`src/rtl/mod_exp_controller.sv`:
```
// mod_exp_controller: left-to-right binary square-and-multiply sequencer that
// drives one shared multiplication_modulo unit to compute base^exp mod modulus.
module mod_exp_controller #(
    parameter int unsigned SIZE = 64
) (
    input  logic            clk,
    input  logic            rst,
    input  logic [SIZE-1:0] input_tdata_base,
    input  logic [SIZE-1:0] input_tdata_exp,
    input  logic [SIZE-1:0] input_tdata_mod,
    input  logic            input_tvalid,
    output logic            input_tready,
    output logic [SIZE-1:0] output_tdata,
    output logic            output_tvalid,
    input  logic            output_tready,
    output logic            output_error,
    output logic [7:0]      op_count,
    output logic            mm_rst,
    output logic [SIZE-1:0] mm_multiplier_tdata,
    output logic [SIZE-1:0] mm_multiplicand_tdata,
    output logic [SIZE-1:0] mm_modulus_tdata,
    output logic            mm_in_tvalid,
    input  logic            mm_in_tready,
    input  logic [SIZE-1:0] mm_out_tdata,
    input  logic            mm_out_tvalid,
    output logic            mm_out_tready
);

    localparam int unsigned IDX_W = (SIZE > 1) ? $clog2(SIZE) : 1;

    typedef enum logic [3:0] {
        IDLE, SCAN, SQ_ISSUE, SQ_WAIT, SQ_CLR,
        MUL_ISSUE, MUL_WAIT, MUL_CLR, NEXT, DONE
    } state_t;

    state_t            state;
    logic [SIZE-1:0]   base_r;
    logic [SIZE-1:0]   exp_r;
    logic [SIZE-1:0]   mod_r;
    logic [SIZE-1:0]   acc;
    logic [IDX_W-1:0]  bit_idx;
    logic              started;
    logic              cur_bit_c;

    // Exponent bit currently being processed
    assign cur_bit_c = exp_r[bit_idx];

    // Sequencer: job intake, bit scan, multiplier issue/wait/re-arm, result hold
    always_ff @(posedge clk) begin
        if (rst) begin
            state                 <= IDLE;
            input_tready          <= 1'b0;
            output_tdata          <= '0;
            output_tvalid         <= 1'b0;
            output_error          <= 1'b0;
            op_count              <= 8'd0;
            mm_rst                <= 1'b1;
            mm_multiplier_tdata   <= '0;
            mm_multiplicand_tdata <= '0;
            mm_modulus_tdata      <= '0;
            mm_in_tvalid          <= 1'b0;
            mm_out_tready         <= 1'b0;
            base_r                <= '0;
            exp_r                 <= '0;
            mod_r                 <= '0;
            acc                   <= '0;
            bit_idx               <= '0;
            started               <= 1'b0;
        end else begin
            case (state)
                IDLE: begin
                    mm_rst <= 1'b0;
                    if (input_tvalid && input_tready) begin
                        input_tready <= 1'b0;
                        base_r       <= input_tdata_base;
                        exp_r        <= input_tdata_exp;
                        mod_r        <= input_tdata_mod;
                        acc          <= SIZE'(1);
                        bit_idx      <= IDX_W'(SIZE - 1);
                        started      <= 1'b0;
                        op_count     <= 8'd0;
                        if (input_tdata_mod == '0) begin
                            output_tdata  <= '0;
                            output_error  <= 1'b1;
                            output_tvalid <= 1'b1;
                            state         <= DONE;
                        end else if (input_tdata_exp == '0) begin
                            output_tdata  <= (input_tdata_mod == SIZE'(1)) ? '0 : SIZE'(1);
                            output_tvalid <= 1'b1;
                            state         <= DONE;
                        end else begin
                            state <= SCAN;
                        end
                    end else begin
                        input_tready <= 1'b1;
                    end
                end

                SCAN: begin
                    if (started) begin
                        mm_multiplier_tdata   <= acc;
                        mm_multiplicand_tdata <= acc;
                        mm_modulus_tdata      <= mod_r;
                        mm_in_tvalid          <= 1'b1;
                        state                 <= SQ_ISSUE;
                    end else if (cur_bit_c) begin
                        // First set bit: acc is 1, so its squaring is skipped
                        started               <= 1'b1;
                        mm_multiplier_tdata   <= acc;
                        mm_multiplicand_tdata <= base_r;
                        mm_modulus_tdata      <= mod_r;
                        mm_in_tvalid          <= 1'b1;
                        state                 <= MUL_ISSUE;
                    end else begin
                        bit_idx <= bit_idx - IDX_W'(1);
                    end
                end

                SQ_ISSUE, MUL_ISSUE: begin
                    if (mm_in_tready) begin
                        mm_in_tvalid  <= 1'b0;
                        op_count      <= op_count + 8'd1;
                        mm_out_tready <= 1'b1;
                        state         <= (state == SQ_ISSUE) ? SQ_WAIT : MUL_WAIT;
                    end
                end

                SQ_WAIT, MUL_WAIT: begin
                    if (mm_out_tvalid) begin
                        acc           <= mm_out_tdata;
                        mm_out_tready <= 1'b0;
                        mm_rst        <= 1'b1;
                        state         <= (state == SQ_WAIT) ? SQ_CLR : MUL_CLR;
                    end
                end

                SQ_CLR: begin
                    mm_rst <= 1'b0;
                    if (cur_bit_c) begin
                        mm_multiplier_tdata   <= acc;
                        mm_multiplicand_tdata <= base_r;
                        mm_modulus_tdata      <= mod_r;
                        mm_in_tvalid          <= 1'b1;
                        state                 <= MUL_ISSUE;
                    end else begin
                        state <= NEXT;
                    end
                end

                MUL_CLR: begin
                    mm_rst <= 1'b0;
                    state  <= NEXT;
                end

                NEXT: begin
                    if (bit_idx == '0) begin
                        output_tdata  <= acc;
                        output_tvalid <= 1'b1;
                        state         <= DONE;
                    end else begin
                        bit_idx <= bit_idx - IDX_W'(1);
                        state   <= SCAN;
                    end
                end

                DONE: begin
                    if (output_tready) begin
                        output_tvalid <= 1'b0;
                        output_error  <= 1'b0;
                        input_tready  <= 1'b1;
                        state         <= IDLE;
                    end
                end

                default: state <= IDLE;
            endcase
        end
    end

endmodule

```
`config.mk`:
```
export PLATFORM = sky130hd
export DESIGN_NAME = mod_exp_controller
export DESIGN_NICKNAME = d
export VERILOG_FILES = /design/src/rtl/mod_exp_controller.sv
export SDC_FILE = /design/constraint.sdc
export NUM_CORES = 1
export LEC_CHECK = 0
export ABC_AREA = 1
export CAP_MARGIN = 20
export CORE_MARGIN = 10
export CORE_UTILIZATION = 34
export CTS_BUF_LIST = sky130_fd_sc_hd__clkbuf_16
export DETAILED_ROUTE_END_ITERATION = 10
export DONT_BUFFER_PORTS = 1
export GPL_ROUTABILITY_DRIVEN = 1
export SLEW_MARGIN = 20
export SYNTH_ARGS = -nofsm -noshare
export SYNTH_HDL_FRONTEND = slang
export SYNTH_SLANG_ARGS = --single-unit
export TNS_END_PERCENT = 5
```
`constraint.sdc`:
```
create_clock -name clk -period 2.7 [get_ports clk]
set_clock_uncertainty 0.05 [all_clocks]
set_input_delay 0.405 -clock clk [delete_from_list [all_inputs] [get_ports clk]]
set_output_delay 0.405 -clock clk [all_outputs]
set_load 0.01 [all_outputs]
```
### Clock nets, run 1

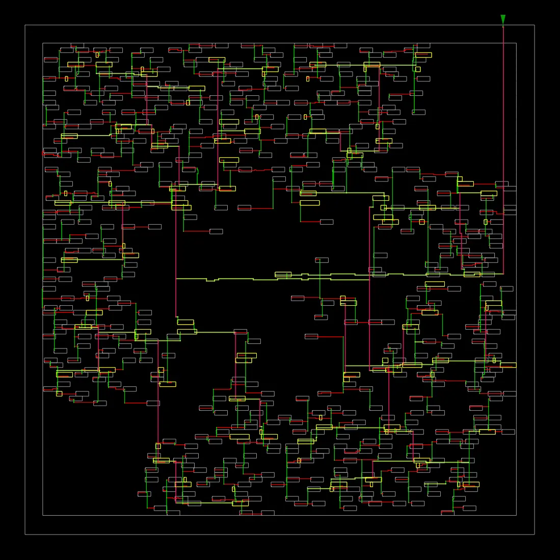
# clk buffers: 61
clock network power: 0.00851 W
clk sinks: 537

### A small window of the routed layout, run 1

Region (125, 125) to (165, 165) um. Cells in grey, sequential cells in the stronger grey; small squares are vias.
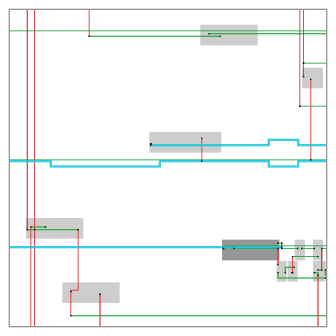
metal 1 -> green
metal 2 -> red
metal 3 -> cyan
netlist names of flops here include = `output_tdata` (1)
sequential cells in the window = 1
most frequent = buf_12 (3), inv_1 (2)
cells with their middle in the window = 11

### The metal 3 layer, run 1

Cells faint in the background.
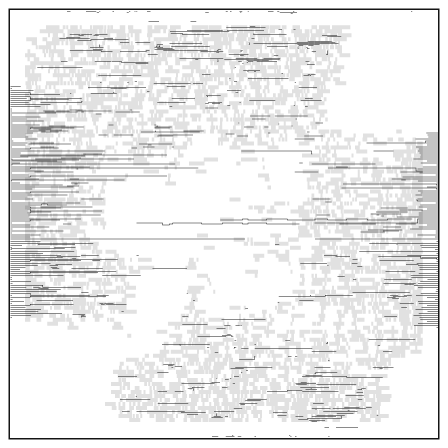
share of all routed wire = 9.1%
wire length on this layer = 9000 um
nets with wire on the layer = 430
main direction = horizontal
longest straight run = 159 um

==> run notes, run 1 <==
The layout was made with Yosys and OpenROAD.

Counting along the longest clock path gives a buffer depth of 3. The initial utilization of the core area, before any placement, comes to 0.342. The number of flip-flops and latches in the synthesized netlist is 537. Compared with the post-synthesis result, the final layout area differs by 22.0%. The placement summary gives the final routability congestion estimate as slightly below 0.9.

The sequential element share of the synthesized area is 0.432. The placement stage leaves a total instance area of 0.0260 mm^2. The proportion of layout cells with a drive suffix above 1 is 0.0549.

The time the final worst path needs with I/O delays and setup is 2.54 ns. The total nets after synthesis is 3991. The total area inside the core boundary comes to 0.0727 mm^2. For this run, the post-layout net count is 4077.

Yosys reports that the most numerous cell types are nand2_1 (814), dfxtp_1 (537), nand3_1 (514), nor2_1 (451), a21oi_1 (375). The proportion of netlist area held by the largest area contributor is 0.432. The run finished, with violations left. The type of the setup path with the least slack is reg -> reg. The via count of the routed design is around 26000. The leakage power of the design is 12.0 nW. The most common cell in the synthesized netlist is nand2_1. Summed over all routing layers, the global router reports a total usage of 0.223. The number of routed nets with antenna violations is 0. STA classifies the critical path startpoint as a flop. Hold-check failures listed in the final report amount to 134. The final reports fail on hold timing.

The number of logged tool warnings is 35. The tightest hold path in the finished design has a slack of -0.213 ns. The setup TNS is 0 ns. The main area contributors are dfxtp_1 (43%), nand2_1 (12%), nand3_1 (10%). Setup repair after global routing left no endpoint under its margin. The number of buffer cells added on primary ports is 0. The biggest area contributor in the post-synthesis netlist is dfxtp_1. The completed layout was analyzed and its total power is 0.0321 W.

The chip occupies 0.0844 mm^2. The clock-pin slew reported for the worst setup and hold paths after clock tree synthesis is 0.06 ns. The worst pin sits at a relative slew slack of 0.371.
## run 1: metal layers
metal  global-route usage  share of wire  up-vias
li1                     -              -    12400
met1                0.275           0.41    12100
met4               0.0864          0.034        2
met3               0.0647          0.091      163
met2                0.361           0.47      976
met5                    0        0.00013        -
## run 1: what timing repair did
item                       4_1_cts  5_1_grt
setup buffers                    0        1
hold buffers                   203       24
gates resized                    0        5
setup endpoints to repair        0      199
hold endpoints to repair       517      314
## run 1: path summary, 6_finish.rpt
kind                                 from               end  slack, ns  cells after the start
worst min register to register  exp_r[60]         exp_r[60]       0.41                      2
worst max register to register   state[1]           acc[53]       0.16                     10
worst min-delay path                  rst  output_tdata[20]      -0.21                      1
worst max-delay path             state[1]           acc[53]       0.16                     10
## run 1: cell type report
class,count,area (um^2)
Antenna cell,5,12.5
Sequential cell,537,10800
Timing Repair Buffer,322,3440
Inverter,266,1010
Tap cell,959,1200
Fill cell,7419,42400
Multi-Input combinational cell,2624,11900
Clock buffer,61,1530
Clock inverter,52,512
## run 1: stage by stage
stage          hold WS (ns)  setup WS, ns  cells
2_1_floorplan         0.375         0.592   3726
3_3_place_gp          0.392        0.0550   4480
3_5_place_dp          0.398        0.0383   4480
4_1_cts              -0.239        0.0661   4796
5_1_grt              -0.220        0.0216   4825
6_report             -0.213         0.159   4826
## run 1: cells by family after synthesis
| group | after synthesis | synth area share |
|---|---|---|
| AND-OR/OR-AND | 717 | 0.145 |
| adder cells (fa/ha/maj) | 3 | 0.00151 |
| flip-flops | 537 | 0.432 |
| XOR/XNOR | 2 | 0.000704 |
| AND/OR/NAND/NOR | 1902 | 0.326 |
| buffers and inverters | 565 | 0.0945 |
## run 1: worst max-delay path: stages, from the launching register on
cell and delay (ns):
dfxtp_1 0.41, nor2_1 0.10, nand2_2 0.17, nor2_4 0.05, inv_2 0.11, nor2_4 0.06
inv_4 0.11, buf_16 0.38, nand3_1 0.16, a21oi_1 0.17, dlygate4sd3_1 0.57
## run 1: flip-flops by register name (all words and copies together) (netlist names)
name	count
acc	64
base_r	64
bit_idx	6
exp_r	64
input_tready	1
mm_in_tvalid	1
mm_modulus_tdata	64
mm_multiplicand_tdata	64
mm_multiplier_tdata	64
mm_out_tready	1
mm_rst	1
mod_r	64
op_count	8
output_error	1
output_tdata	64
output_tvalid	1
started	1
state	4
## run 1: where the power goes
part           internal, W  switching [W]  total (W)
clock              0.00489        0.00362    0.00851
sequential         0.00900        0.00122     0.0102
combinational      0.00397        0.00937     0.0133
total               0.0179         0.0142     0.0321
--- run 2 (diff from run 1) ---
- CTS_BUF_LIST: sky130_fd_sc_hd__clkbuf_16 -> sky130_fd_sc_hd__clkbuf_8
### Clock nets, run 2

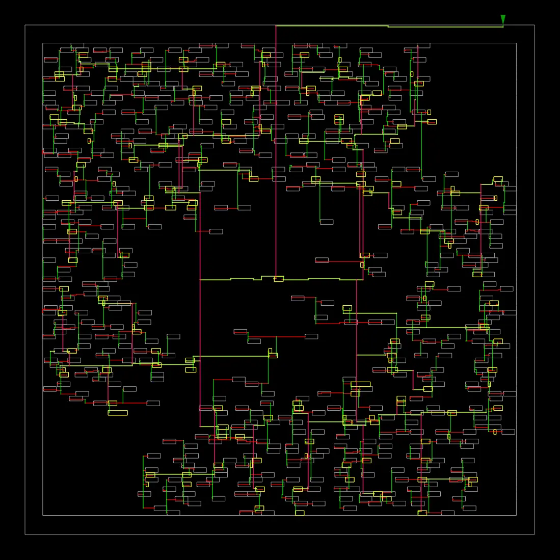
number of buffers inserted during clock tree synthesis: 97
# clk buffers: 119
clock network latency to the later pin of the worst-skew pair: 0.73 ns
clock network power: 0.00783 W
number of sequential cells in the layout: 537

==> run 2 against run 1 <==
The run still ends with hold timing left. Clock power down 8.0%. Final cell count up 1.1%. Non-clock buffer count unchanged. Wire length up 0.60%. Utilization down 0.13 points. Register-to-register slack about the same. Sequential power about the same. Die area unchanged. Synthesized cell count unchanged. Combinational power about the same.
==> run notes, run 2 <==
The layout was made with Yosys and OpenROAD.

The worst setup path is of the reg -> reg kind. Listed in order, past its start point the critical path passes nor2_1, nand2_2, nor2_4, inv_2, nor2_4, inv_4, buf_12, nand3_1, a21oi_1, dlygate4sd3_1. The tool warning count for the run is 36.

Sorting the synthesis cell report by count puts at the top nand2_1. The most instantiated flip-flop cell in the synthesis netlist is dfxtp_1. Checking max transition, the worst relative margin is 0.363. The internal portion of the total power is 0.0171 W. The final timing report derives a shortest allowable period of approximately 2.5 ns. The layout overhead on the synthesized area is 21.6%. The final reports fail on hold timing. The number of endpoints with negative hold slack in the final report is approximately 260.

The worst-case hold path end point is acc[14]. The synthesis run shows the most used standard cells to be nand2_1 (814), dfxtp_1 (537), nand3_1 (514), nor2_1 (451), a21oi_1 (375). The worst-path cell with the longest stage delay is dlygate4sd3_1. In this run the static leakage power is 12.1 nW. The setup TNS is 0 ns. The most common cell type on the critical path is nor2_4. The beginning of the worst hold path is rst.

The proportion of layout cells with a drive suffix above 1 is 0.0652. The clock group share of total power is 0.250. Looking at the reg2reg group, the worst path ends at acc[49]. The sequential standard cell area is 0.0108 mm^2. The congestion estimate from routability-driven global placement came to slightly below 0.9. The power report attributes to the combinational group a share of 0.424. The final count of negative-setup-slack endpoints is 0. For the completed layout, the total cell area is recorded as 0.0302 mm^2. The number of buffer cells added on primary ports is 0. The synthesized design spends more area on one cell type than any other, namely dfxtp_1. The sequential cell fraction of total power is 0.326. The maximum count of clock buffers along a single path is 3.

Setup repair after global routing left no endpoint under its margin. The launching point of the worst reg2reg path is state[1]. Once detail routing completed, the nets flagged for antenna violations numbered 0.

The cell area after synthesis is 0.0249 mm^2. The number of inserted filler cells in the final layout is 7452. The core region is around 0.073 mm^2. Sorting the synthesized cells by area gives the leading types as dfxtp_1 (43%), nand2_1 (12%), nand3_1 (10%). The net switching share of the total power is 0.454.

The worst-case register-to-register setup slack is 0.16 ns. The total nets after synthesis is 3991. Of the synthesized area, sequential elements account for 0.432. The run finished, with violations left. Summed over all nets, the switching power comes to 0.0142 W. After floorplanning, the die was sized to cover 0.0844 mm^2. Counting flops and latches in the post-synthesis netlist gives roughly 540. The count of cells along the worst hold path is 1. The clock-pin slew reported for the worst setup and hold paths after clock tree synthesis is 0.06 ns. On the final layout, the worst hold slack is -0.289 ns.
### The metal 3 layer, run 2

Cells faint in the background.
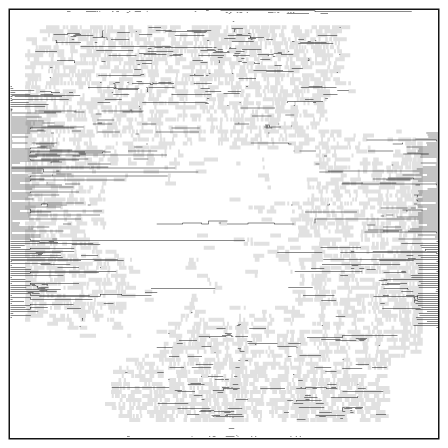
nets with wire on the layer = 426
wire length on this layer = 8830 um
longest straight run = 146 um
total via count after detailed routing: 25800
M3 GR Usage: 0.0657
final WL: 99.6 mm

[run 2: cell counts after synthesis]
Identical to the previous run, type by type.
[run 2: worst max path at each step]
stage / from / end / slack [ns] / depth (start not counted)
finish: state[1] / acc[49] / 0.16 / 10
global route: bit_idx[0] / bit_idx[3] / 0.005 / 15
CTS: bit_idx[0] / bit_idx[3] / 0.1 / 13
detailed placement: input_tdata_mod[1] / output_tdata[57] / 0.04 / 10
global placement: input_tdata_exp[3] / output_tdata[57] / 0.05 / 8
floorplan: bit_idx[1] / output_tdata[10] / 0.59 / 10
[run 2: area by class of cell]
| class | instances | share of cell area |
|---|---|---|
| diodes | 7 | 0.000579 |
| clock buffers | 119 | 0.0542 |
| clock inverters | 45 | 0.0102 |
| inverters | 266 | 0.0335 |
| multi-input cells | 2624 | 0.393 |
| flip-flops and latches | 537 | 0.356 |
| well taps | 959 | 0.0397 |
| repair buffers | 322 | 0.114 |
[run 2: kinds of logic after synthesis]
logic type      share of synthesized area
fa+ha+maj                         0.00151
simple gates                        0.326
compound gates                      0.145
flops                               0.432
xor+xnor                         0.000704
buf+inv                            0.0945
[run 2: per-stage QoR]
| step | total power, W | utilization | cells | worst slack (ns) |
|---|---|---|---|---|
| after floorplan | 0.0187 | - | 3726 | 0.592 |
| after global placement | 0.0233 | 0.357 | 4480 | 0.0550 |
| after detailed placement | 0.0233 | 0.357 | 4480 | 0.0383 |
| after CTS | 0.0315 | 0.412 | 4849 | 0.0957 |
| after global routing | 0.0333 | 0.416 | 4878 | 0.00492 |
| final | 0.0314 | 0.416 | 4879 | 0.156 |
[run 2: metal layers]
| metal | global-route usage | wire (um) | vias to the layer above |
|---|---|---|---|
| met5 | 0 | 13 | - |
| met4 | 0.103 | 3820 | 2 |
| met3 | 0.0657 | 8830 | 197 |
| met2 | 0.359 | 46200 | 1018 |
| met1 | 0.274 | 40700 | 12100 |
| li1 | - | - | 12500 |
[run 2: power groups by stage]
stage	clock network, W	registers [W]	logic [W]
6_report	0.00783	0.0102	0.0133
5_1_grt	0.00833	0.0104	0.0146
4_1_cts	0.00802	0.0102	0.0132
3_5_place_dp	0	0.0104	0.0129
3_3_place_gp	0	0.0104	0.0129
2_1_floorplan	0	0.00988	0.00878
[run 2: critical path, delay by kind of cell (launching register included)]
kind / cells / cell delay [ns]
simple gates: 5 / 0.54
buf+inv: 4 / 1.18
compound gates: 1 / 0.17
flops: 1 / 0.41
[run 2: repair_timing]
action / 4_1_cts / 5_1_grt
gates resized: 0 / 3
buffers inserted: 0 / 0
hold buffers: 205 / 23
endpoints found under the setup margin: 0 / 155
hold endpoints to repair: 519 / 314
--- run 3 (diff from run 2) ---
- CTS_CLUSTER_DIAMETER: unset -> 80
### The metal 3 layer, run 3

Cells faint in the background.
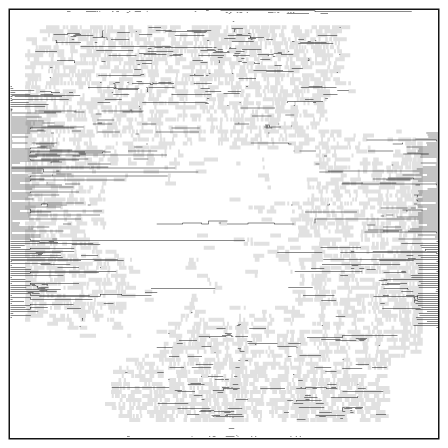
longest straight run = 146 um
share of all routed wire = 8.9%
main direction = horizontal
nets with wire on the layer = 426
wire length on this layer = 8830 um

==> run 3 against run 2 <==
The flow still finishes with violations (hold timing). First-iteration DRC count did not move. Sequential share of layout area stayed put. Register-to-register slack is essentially flat. Sequential power barely moved. Global-route usage is the same. Die area is the same. Design area unchanged. Critical path depth stayed put. Non-clock buffer count unchanged. Power is the same. Highest routed layer unchanged.
==> run notes, run 3 <==
The layout was made with Yosys and OpenROAD.

The run finished, with violations left. The final reports fail on hold timing. The final cell area excluding filler cells is 0.0302 mm^2.

The post-route fraction of the period consumed by the critical path is 0.942. The worst setup path is launched from a flop. The I/O pin count is roughly 530. In the post-synthesis netlist, the biggest area contributors are dfxtp_1 (43%), nand2_1 (12%), nand3_1 (10%). The number of antenna violations at the first check in global routing came to 7. The synthesized-area fraction occupied by adder cells is 0.00151. The via count of the routed design is 25800. The die outline area is 0.0844 mm^2. The post-synthesis simple-gate area fraction is 0.326. The headroom to the max-slew limit is 0.363. Setup repair after global routing left no endpoint under its margin.

In this run, the synthesized area fraction spent on xor and xnor cells is recorded as 0.000704. In the placement report, post-DP HPWL is listed as 64.1 mm. The layout overhead on the synthesized area is 21.6%. The via count of the first global-routing pass is 24000.

The mean area per synthesized cell is 6.68 um^2. The most common cell in the synthesized netlist is nand2_1. The type of the setup path with the least slack is reg -> reg.

The power density of the placed cells is 1040 mW/mm^2. The post-synthesis cell type with the largest combined area is dfxtp_1. For this run, the number of standard cells in the final layout without fillers is 4879. The Yosys chip area is 0.0249 mm^2.

Derived from the worst setup path, the maximum achievable clock frequency is 393 MHz. Counting endpoints that fail hold in the final report gives ~260. The time the final worst path needs with I/O delays and setup is around 2.5 ns.

The final count of negative-setup-slack endpoints is 0. The top cell types in the final layout, fill and taps aside, are nand2_1 (813), dfxtp_1 (535), nand3_1 (512), nor2_1 (449), a21oi_1 (374). The proportion of layout cells with a drive suffix above 1 is 0.0652. The first global-routing pass estimated 151 mm of wire. For this run, the post-layout net count is 4113. The number of max-slew violations in the final report is 0.

The number of violations of the max-capacitance limit is 0. The floorplan step records an initial core utilization of 0.342. The analysis attributes to cell leakage a power of 12.1 nW. The stage logs contain a warning count of 36. Among all flip-flop cells after synthesis, the most frequent one is dfxtp_1. The insertion delay at the late pin of the worst-skew pair is 0.73 ns.

Per the detail_route report, routed wire per instance is 20.4 um. The number of buffer cells added on primary ports is 0. The number of standard cells reported by yosys is 3726. TritonCTS built the clock tree. On the final layout, the worst hold slack is -0.289 ns. The area fraction of the largest cell type after synthesis is 0.432. CTS added clock buffers totalling 97.

The synthesized netlist contains 33 unique library cells. The post-synthesis share of cell area spent on and-or and or-and gates is 0.145. From bottom edge to top edge, the die measures about 290 um. The required time at the worst endpoint is listed as 3.29 ns.

The sequential element share of the synthesized area is 0.432. Per the log, the first TritonRoute iteration ended with a DRC count of 2179. The type of element capturing the critical path is a flop.

The multiplexer share of the synthesized area is 0. The pin count of the biggest net entering global routing is approximately 330. Nets still carrying antenna violations after routing amount to 0. On the reported timing paths, the clock transition at the registers reads 0.06 ns.

The H-tree generated during clock tree synthesis spans 3 levels. The horizontal die dimension reported for this design is 290 um. Looking at the clock tree report, the maximum root-to-sink buffer count equals 3. The total of warnings raised by yosys is 0.

The placeable core region is slightly above 0.07 mm^2. In this run the worst path has a maximum fanout of between 100 and 150. The clock sink total is roughly 540. The total nets after synthesis is 3991. The setup TNS is 0 ns. The number of vias per cell is 5.29. After synthesis the netlist holds a flip-flop and latch count of 537. The maximum ir drop on the vdd rail is ~0.8 mV. Per the gpl log, the routability congestion estimate is about 0.87.

Per the repair_timing log after CTS, setup buffers inserted total 0. The area of placed instances is ~0.026 mm^2. The dominant kind of combinational cell is simple AND/OR/NAND/NOR gates.

The data arrival time reported for the critical path is around 3.1 ns. The proportion of synthesized flip-flops having asynchronous set or reset is 0. The synthesized instance count is 3726. The number of instances in the placed design is 4480. The total routed wirelength is 99.6 mm. After synthesis the cells add up to 0.0249 mm^2. Among logic cells in the layout, the one with the most instances is nand2_1. By count the netlist is led by nand2_1 (814), dfxtp_1 (537), nand3_1 (514), nor2_1 (451), a21oi_1 (375).

The total track usage is 0.224. The design draws between 0.03 and 0.04 W.
### Clock distribution, run 3

The bar under the picture is 100 um long.
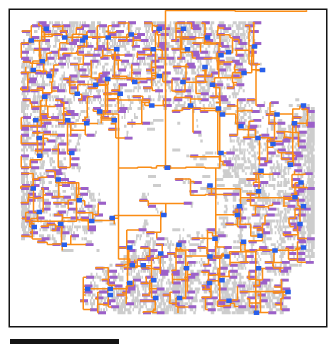
flip-flops -> purple  # count 537
clock drivers -> blue  # count 97
clock wires -> orange  # length 8130 um
routed clock nets = 98

run 3: layout make-up:
| class | instances | area (um^2) |
|---|---|---|
| clock inverters | 45 | 308 |
| fillers | 7452 | 42500 |
| flip-flops and latches | 537 | 10800 |
| repair buffers | 322 | 3440 |
| diodes | 7 | 17.5 |
| clock buffers | 119 | 1640 |
| multi-input cells | 2624 | 11900 |
| well taps | 959 | 1200 |
| inverters | 266 | 1010 |
run 3: per-layer routing:
| metal | GRT usage | part of all wire | vias to the layer above |
|---|---|---|---|
| li1 | - | - | 12500 |
| met1 | 0.274 | 0.41 | 12100 |
| met2 | 0.359 | 0.46 | 1018 |
| met3 | 0.0657 | 0.089 | 197 |
| met4 | 0.103 | 0.038 | 2 |
| met5 | 0 | 0.00013 | - |
run 3: logic make-up (layout without fill, tap and decap cells):
kind of cell / count (synthesis) / after routing
AND/OR/NAND/NOR: 1902 / 1902
AND-OR/OR-AND: 717 / 717
XOR/XNOR: 2 / 2
buffers and inverters: 565 / 752
other: 0 / 7
flip-flops: 537 / 537
adder cells (fa/ha/maj): 3 / 3
run 3: what timing repair did:
action	CTS	global route
endpoints found under the hold margin	519	314
gates resized	0	3
hold buffers	205	23
endpoints found under the setup margin	0	155
run 3: critical path: stages, from the launching register on:
cell and delay [ns]:
dfxtp_1 0.41, nor2_1 0.10, nand2_2 0.17, nor2_4 0.05, inv_2 0.11, nor2_4 0.06
inv_4 0.10, buf_12 0.41, nand3_1 0.16, a21oi_1 0.17, dlygate4sd3_1 0.56
run 3: power breakdown:
group          total (W)  internal [W]  switching (W)  leakage [nW]
clock network    0.00783       0.00419        0.00364          1.11
logic             0.0133       0.00394        0.00937          6.66
registers         0.0102       0.00900        0.00122          4.35
run 3: worst paths after layout:
check	startpoint	end	slack, ns	depth (start not counted)
hold / removal	rst	acc[14]	-0.29	1
setup / recovery	state[1]	acc[49]	0.16	10
setup reg to reg	state[1]	acc[49]	0.16	10
hold reg to reg	exp_r[60]	exp_r[60]	0.41	2
run 3: per-stage QoR:
stage	util	hold WS [ns]	worst slack, ns
6_report	0.416	-0.289	0.156
5_1_grt	0.416	-0.344	0.00492
4_1_cts	0.412	-0.360	0.0957
3_5_place_dp	0.357	0.398	0.0383
3_3_place_gp	0.357	0.392	0.0550
2_1_floorplan	-	0.375	0.592
Power is estimated from default activity; no workload was simulated.
